Design softmax_ctrl, sky130hd; sources not shown.
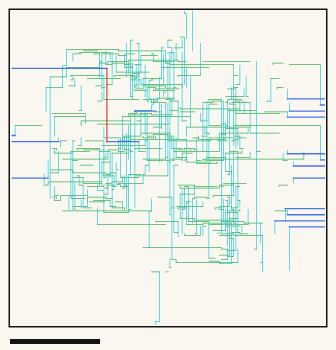
*Metal layers overlaid*
Scale bar: 20 um.
| colour | layer | wire length |
|---|---|---|
| green | M1 | 1090 um |
| red | M4 | 16.3 um |
| blue | M3 | 135 um |
| cyan | M2 | 1200 um |
vias after detailed routing: 936
post-detailed-routing wire length: 2.447 mm
Global Route Usage Sum: 0.1095
average detailed-routed wire length per instance: 13.02 um

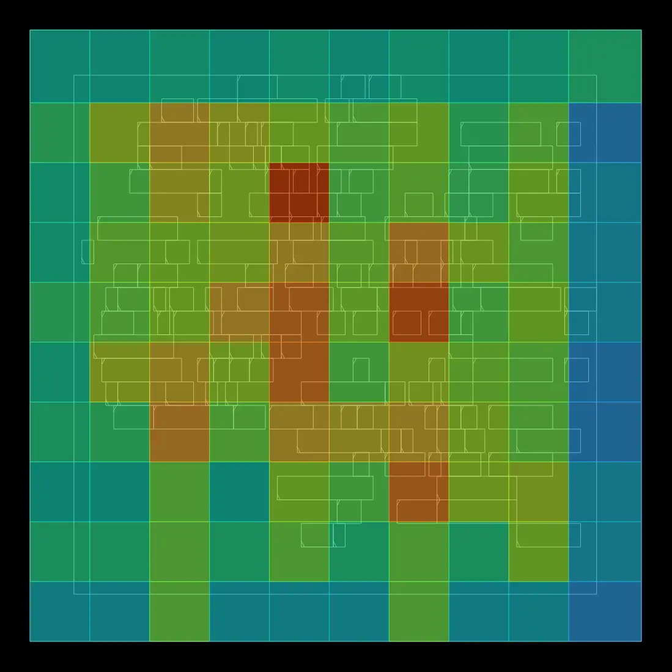
*Track usage over the die*
met3 track demand over resource in global routing: 0.02878
met2 demand-to-capacity share in global routing: 0.1861

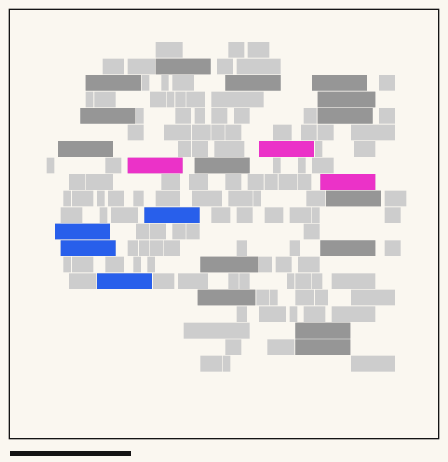
*Sequential cells coloured by netlist name*
Scale bar: 20 um.
| colour | netlist name | placed flops |
|---|---|---|
| magenta | state_q | 3 |
| blue | u_exp_cnt.cnt_o | 4 |
not coloured: 15
register area: 554.3 um^2
fraction of area in registers: 0.3442
power in sequential cells: 0.000947 W

==> impl_metrics.yaml <==
# flow metrics
status:
  run_status: "complete, no violations"
placement:
  pre_cts_slack_ps: -72.12
  place_inst: 184
global_routing:
  globalRouteOverflowTotal: 0
  top_usage_layer: "met2"
  initial_antenna_violation_count: 0
synth:
  edf_count: 0
  post_synth_xor_area_fraction: 0
  yosys_warnings: 0
  syn-cell-area_um2: 1207
  yosysChipArea_um2: 1207
  yosys.area.top_type_share: 0.4352
  synthTopLogicFamily: "simple AND/OR/NAND/NOR gates"
  synth.lib_cells_used.distinct: 44
  largest_area_cell: "sky130_fd_sc_hd__dfrtp_1"
  post-synth-top-count-cell: "sky130_fd_sc_hd__dfrtp_1"
  synth_adder_area_share: 0.08290
finish:
  layout-area-overhead-vs-synth_pct: 33.37
  fillers: 341
  final_core_utilization: 0.4466
  num-multi-input-gates: 77
  final-instance-count-excl-fill: 188
  layout_top_cell: "sky130_fd_sc_hd__dfrtp_1"
  share_of_cells_above_drive_strength_1: 0.2357
  area_share_clock_buf_inv: 0.04429
clock_network:
  post_cts_hold_buffer_count: 0
  ctsRootBufferMaster: "sky130_fd_sc_hd__clkbuf_8"
  cts_tree: "yes"
  clkLatencyLatePin_ps: 260
power_and_ir_drop:
  leading_power_group: "combinational cells"
  p_int_w: 0.001632
  power_density_nw_per_um2: 1634
  power.combinational.total_w: 0.00117
  switching_power_w: 0.0009994
  power_clock_w: 0.000518
  sw_frac_of_total: 0.3798
setup_path:
  worst-endpoint-required_ps: 1790
  reg2regPathDepth: 4
  cpMaxStageDelayCell: "sky130_fd_sc_hd__dfrtp_2"
  top_delay_family_on_crit_path: "simple AND/OR/NAND/NOR gates"
  worst-setup-path-type: "reg -> reg"
  worstSetupStartpointType: "flip-flop"
  crit_path_end_kind: "flip-flop"
die:
  taps: 48
  die-height_um: 70.49
  core_util_floorplan: 0.3348
  placement_rows: 22
routing:
  routedLengthMet1_mm: 1.094
  drtAntennaViolNets: 0
  count_of_unresolved_drc_violations_after_routing: 0
  drt_pass1_iterations: 4
sta:
  slew_viol_final: 0
  setup_total_negative_slack_ps: 0
  hold_viol_final: 0
  skew_ps: 3.559
  finalHoldWorstSlack_ps: 386.1
  final_number_of_setup_violating_endpoints: 0
  period_needed_ps: 1483
run:
  drv.max_cap_violation_count: 0
  warnings: 31
worst_hold_path:
  hold_class: "in -> async"
Power is estimated from default activity; no workload was simulated.
